**src/rtl/shiftin_74lv165_ctrl.sv**
```systemverilog
// shiftin_74lv165_ctrl
// Serial-in reader for CH independent daisy-chained 74LV165 PISO chains.
// Each frame: parallel load (SH_LDn low for 2 ticks), then BITS samples of QH,
// each taken at the end of an RCLK-low tick, with an RCLK-high tick between
// consecutive samples. The frame is then published on data_o with a valid strobe.
//
// Ports:
//   clk, resetn  - system clock, asynchronous active-low reset
//   start        - frame request (CONTINUOUS=0 only, sampled in IDLE)
//   busy         - high whenever the FSM is not idle
//   data_o       - last complete frame, channel c at [c*BITS +: BITS], MSB first on wire
//   valid        - 1-cycle pulse when data_o updates
//   changed      - 1-cycle pulse with valid when the new frame differs from the old one
//   frame_cnt    - completed-frame count, wraps
//   SH_LDn, RCLK - registered controls to the 74LV165 chains
//   QH           - serial data, one bit per chain
module shiftin_74lv165_ctrl #(
  parameter int unsigned CH         = 4,
  parameter int unsigned BITS       = 16,
  parameter int unsigned DIV        = 1,
  parameter int unsigned CONTINUOUS = 1
) (
  input  logic                 clk,
  input  logic                 resetn,
  input  logic                 start,
  output logic                 busy,
  output logic [CH*BITS-1:0]   data_o,
  output logic                 valid,
  output logic                 changed,
  output logic [7:0]           frame_cnt,
  output logic                 SH_LDn,
  output logic                 RCLK,
  input  logic [CH-1:0]        QH
);

  localparam int unsigned DivW = (DIV > 1) ? $clog2(DIV) : 1;
  localparam int unsigned BitW = $clog2(BITS);
  localparam logic [DivW-1:0] DivMax = DivW'(DIV - 1);
  localparam logic [DivW-1:0] DivOne = DivW'(1);
  localparam logic [BitW-1:0] BitMax = BitW'(BITS - 1);
  localparam logic [BitW-1:0] BitOne = BitW'(1);
  localparam bit Cont = (CONTINUOUS != 0);

  localparam logic [1:0] StIdle  = 2'd0;
  localparam logic [1:0] StLoad  = 2'd1;
  localparam logic [1:0] StShift = 2'd2;
  localparam logic [1:0] StDone  = 2'd3;

  logic [1:0]         state_q, state_d;
  logic [DivW-1:0]    div_cnt_q, div_cnt_d;
  logic               ld_tick_q, ld_tick_d;   // first LOAD tick already elapsed
  logic               phase_q, phase_d;       // 0 = RCLK-low tick, 1 = RCLK-high tick
  logic [BitW-1:0]    bit_idx_q, bit_idx_d;
  logic [CH*BITS-1:0] sr_q, sr_d;
  logic [CH*BITS-1:0] data_q, data_d;
  logic               valid_q, valid_d;
  logic               changed_q, changed_d;
  logic [7:0]         frame_cnt_q, frame_cnt_d;
  logic               sh_ldn_q, sh_ldn_d;
  logic               rclk_q, rclk_d;

  logic               tick;
  logic [CH*BITS-1:0] sr_shift;

  assign tick = (div_cnt_q == DivMax);

  // Every chain shifts left, taking its QH into the LSB.
  always_comb begin
    sr_shift = '0;
    for (int c = 0; c < int'(CH); c++) begin
      sr_shift[c*BITS +: BITS] = {sr_q[c*BITS +: BITS-1], QH[c]};
    end
  end

  always_comb begin
    state_d     = state_q;
    div_cnt_d   = div_cnt_q;
    ld_tick_d   = ld_tick_q;
    phase_d     = phase_q;
    bit_idx_d   = bit_idx_q;
    sr_d        = sr_q;
    data_d      = data_q;
    valid_d     = 1'b0;
    changed_d   = 1'b0;
    frame_cnt_d = frame_cnt_q;

    case (state_q)
      StIdle: begin
        if (Cont || start) begin
          state_d   = StLoad;
          div_cnt_d = '0;
          ld_tick_d = 1'b0;
        end
      end
      StLoad: begin
        div_cnt_d = tick ? '0 : div_cnt_q + DivOne;
        if (tick) begin
          if (ld_tick_q) begin
            state_d   = StShift;
            phase_d   = 1'b0;
            bit_idx_d = '0;
          end else begin
            ld_tick_d = 1'b1;
          end
        end
      end
      StShift: begin
        div_cnt_d = tick ? '0 : div_cnt_q + DivOne;
        if (tick) begin
          if (!phase_q) begin
            sr_d = sr_shift;
            if (bit_idx_q == BitMax) begin
              // Publish on the same edge as the last sample so valid/data_o
              // appear together during DONE.
              state_d     = StDone;
              data_d      = sr_shift;
              valid_d     = 1'b1;
              changed_d   = (sr_shift != data_q);
              frame_cnt_d = frame_cnt_q + 8'd1;
            end else begin
              phase_d = 1'b1;
            end
          end else begin
            phase_d   = 1'b0;
            bit_idx_d = bit_idx_q + BitOne;
          end
        end
      end
      StDone: begin
        if (Cont) begin
          state_d   = StLoad;
          div_cnt_d = '0;
          ld_tick_d = 1'b0;
        end else begin
          state_d = StIdle;
        end
      end
      default: state_d = StIdle;
    endcase

    // Pin levels follow the next state so they are driven straight from flops.
    sh_ldn_d = (state_d != StLoad);
    rclk_d   = (state_d == StShift) && phase_d;
  end

  always_ff @(posedge clk or negedge resetn) begin
    if (!resetn) begin
      state_q     <= StIdle;
      div_cnt_q   <= '0;
      ld_tick_q   <= 1'b0;
      phase_q     <= 1'b0;
      bit_idx_q   <= '0;
      sr_q        <= '0;
      data_q      <= '0;
      valid_q     <= 1'b0;
      changed_q   <= 1'b0;
      frame_cnt_q <= 8'd0;
      sh_ldn_q    <= 1'b1;
      rclk_q      <= 1'b0;
    end else begin
      state_q     <= state_d;
      div_cnt_q   <= div_cnt_d;
      ld_tick_q   <= ld_tick_d;
      phase_q     <= phase_d;
      bit_idx_q   <= bit_idx_d;
      sr_q        <= sr_d;
      data_q      <= data_d;
      valid_q     <= valid_d;
      changed_q   <= changed_d;
      frame_cnt_q <= frame_cnt_d;
      sh_ldn_q    <= sh_ldn_d;
      rclk_q      <= rclk_d;
    end
  end

  assign busy      = (state_q != StIdle);
  assign data_o    = data_q;
  assign valid     = valid_q;
  assign changed   = changed_q;
  assign frame_cnt = frame_cnt_q;
  assign SH_LDn    = sh_ldn_q;
  assign RCLK      = rclk_q;

endmodule

```
**config.mk**
```make
export PLATFORM = sky130hd
export DESIGN_NAME = shiftin_74lv165_ctrl
export DESIGN_NICKNAME = d
export VERILOG_FILES = /design/src/rtl/shiftin_74lv165_ctrl.sv
export SDC_FILE = /design/constraint.sdc
export NUM_CORES = 1
export LEC_CHECK = 0
export ABC_AREA = 1
export CAP_MARGIN = 10
export CORE_MARGIN = 2
export CORE_UTILIZATION = 31
export DETAILED_ROUTE_END_ITERATION = 16
export GPL_ROUTABILITY_DRIVEN = 1
export HOLD_SLACK_MARGIN = 0.05
export SLEW_MARGIN = 20
export SYNTH_ARGS = -nofsm -noshare
export SYNTH_HDL_FRONTEND = slang
export SYNTH_SLANG_ARGS = --single-unit
```
**constraint.sdc**
```tcl
create_clock -name clk -period 3.6 [get_ports clk]
set_input_delay 0.72 -clock clk [delete_from_list [all_inputs] [get_ports clk]]
set_output_delay 0.72 -clock clk [all_outputs]
set_load 0.05 [all_outputs]
```
==> run notes <==
fresh numbers from the pnr run: Synth Area in Compound Gates 9.85%, delay of the slowest critical-path stage 0.78 ns, Die Y 147 um, combinational share of power 10.4%, dpl cell area 0.00749 mm2, via/cell ratio 4.31, Die X-Extent 147 um, GR Layer Usage met1 17.5%, PortBufs 82, CTS resizes 0, Flops 144, Top cell excl fill/tap nand2_1, Area Overhead vs Synth 26.7%, initial antenna violation count 0, Final setup violation count 0, clock skew 0.0130 ns, Clock power frac 44.7%, Synth cell types 27, status completed, Post-synth seq share 56.5%, final net count 823, Post-CTS Setup Bufs 0, invs w/o clock 88, Required @ worst endpoint 2.88 ns, Storage cell area 0.00360 mm2, cell internal pwr 2.92 mW, yosys stat cell total 730, grt ovf 0, total sequential power 1.76 mW, Main logic family simple AND/OR/NAND/NOR gates, critical path class flip-flop to primary output, Min Hold Slack 0.308 ns, critical path startpoint state_q[0]$_DFF_PN0_, syn_nets 743, DRT met1 WL 6.23 mm, Max-Cap Viols 0, Post-Syn Area 0.00637 mm2, worst reg2reg setup slack 1.39 ns, clk root buf clkbuf_16, Post-synth mux share 0%, TritonRoute pass-1 iters 4, largest net degree at the start of global routing 112
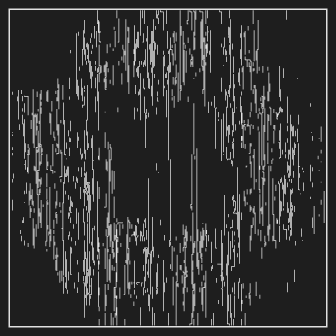
**Above:** metal 2.
The longest straight run is 55.1 um. 631 nets have wire on it. The layer carries 5960 um of wire.
via count: 4710
total wire length: 12.8 mm
routing usage on met2: 19.2%

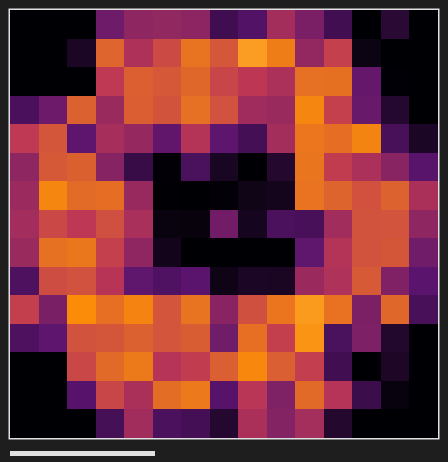
**Above:** placement density heat map.
Scale bar: 50 um. The die is cut into 15 by 15 equal tiles; black is low, pale yellow is high, 0 to 100% covered.
The emptiest ninth of the die: center. 1.8% of the tiles are over 75% full. 17% of the tiles are nearly empty.
final core utilization: 39.9%
initial core utilization: 31.5%
core area: 0.0202 mm2

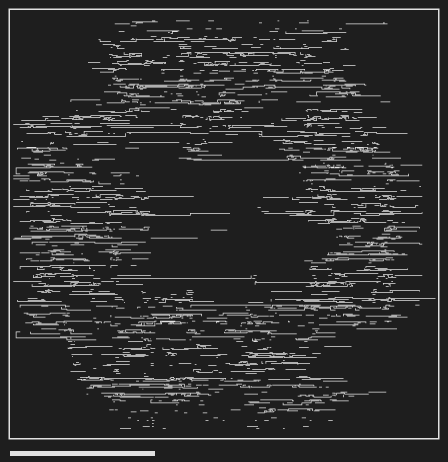
**Above:** M1 wires.
Scale bar: 50 um.
The longest straight run is 48.3 um. 738 nets have wire on it. The wires run mostly horizontal. The layer holds 49% of the routed length. The layer carries 6230 um of wire.

Power and IR drop assume default switching activity.
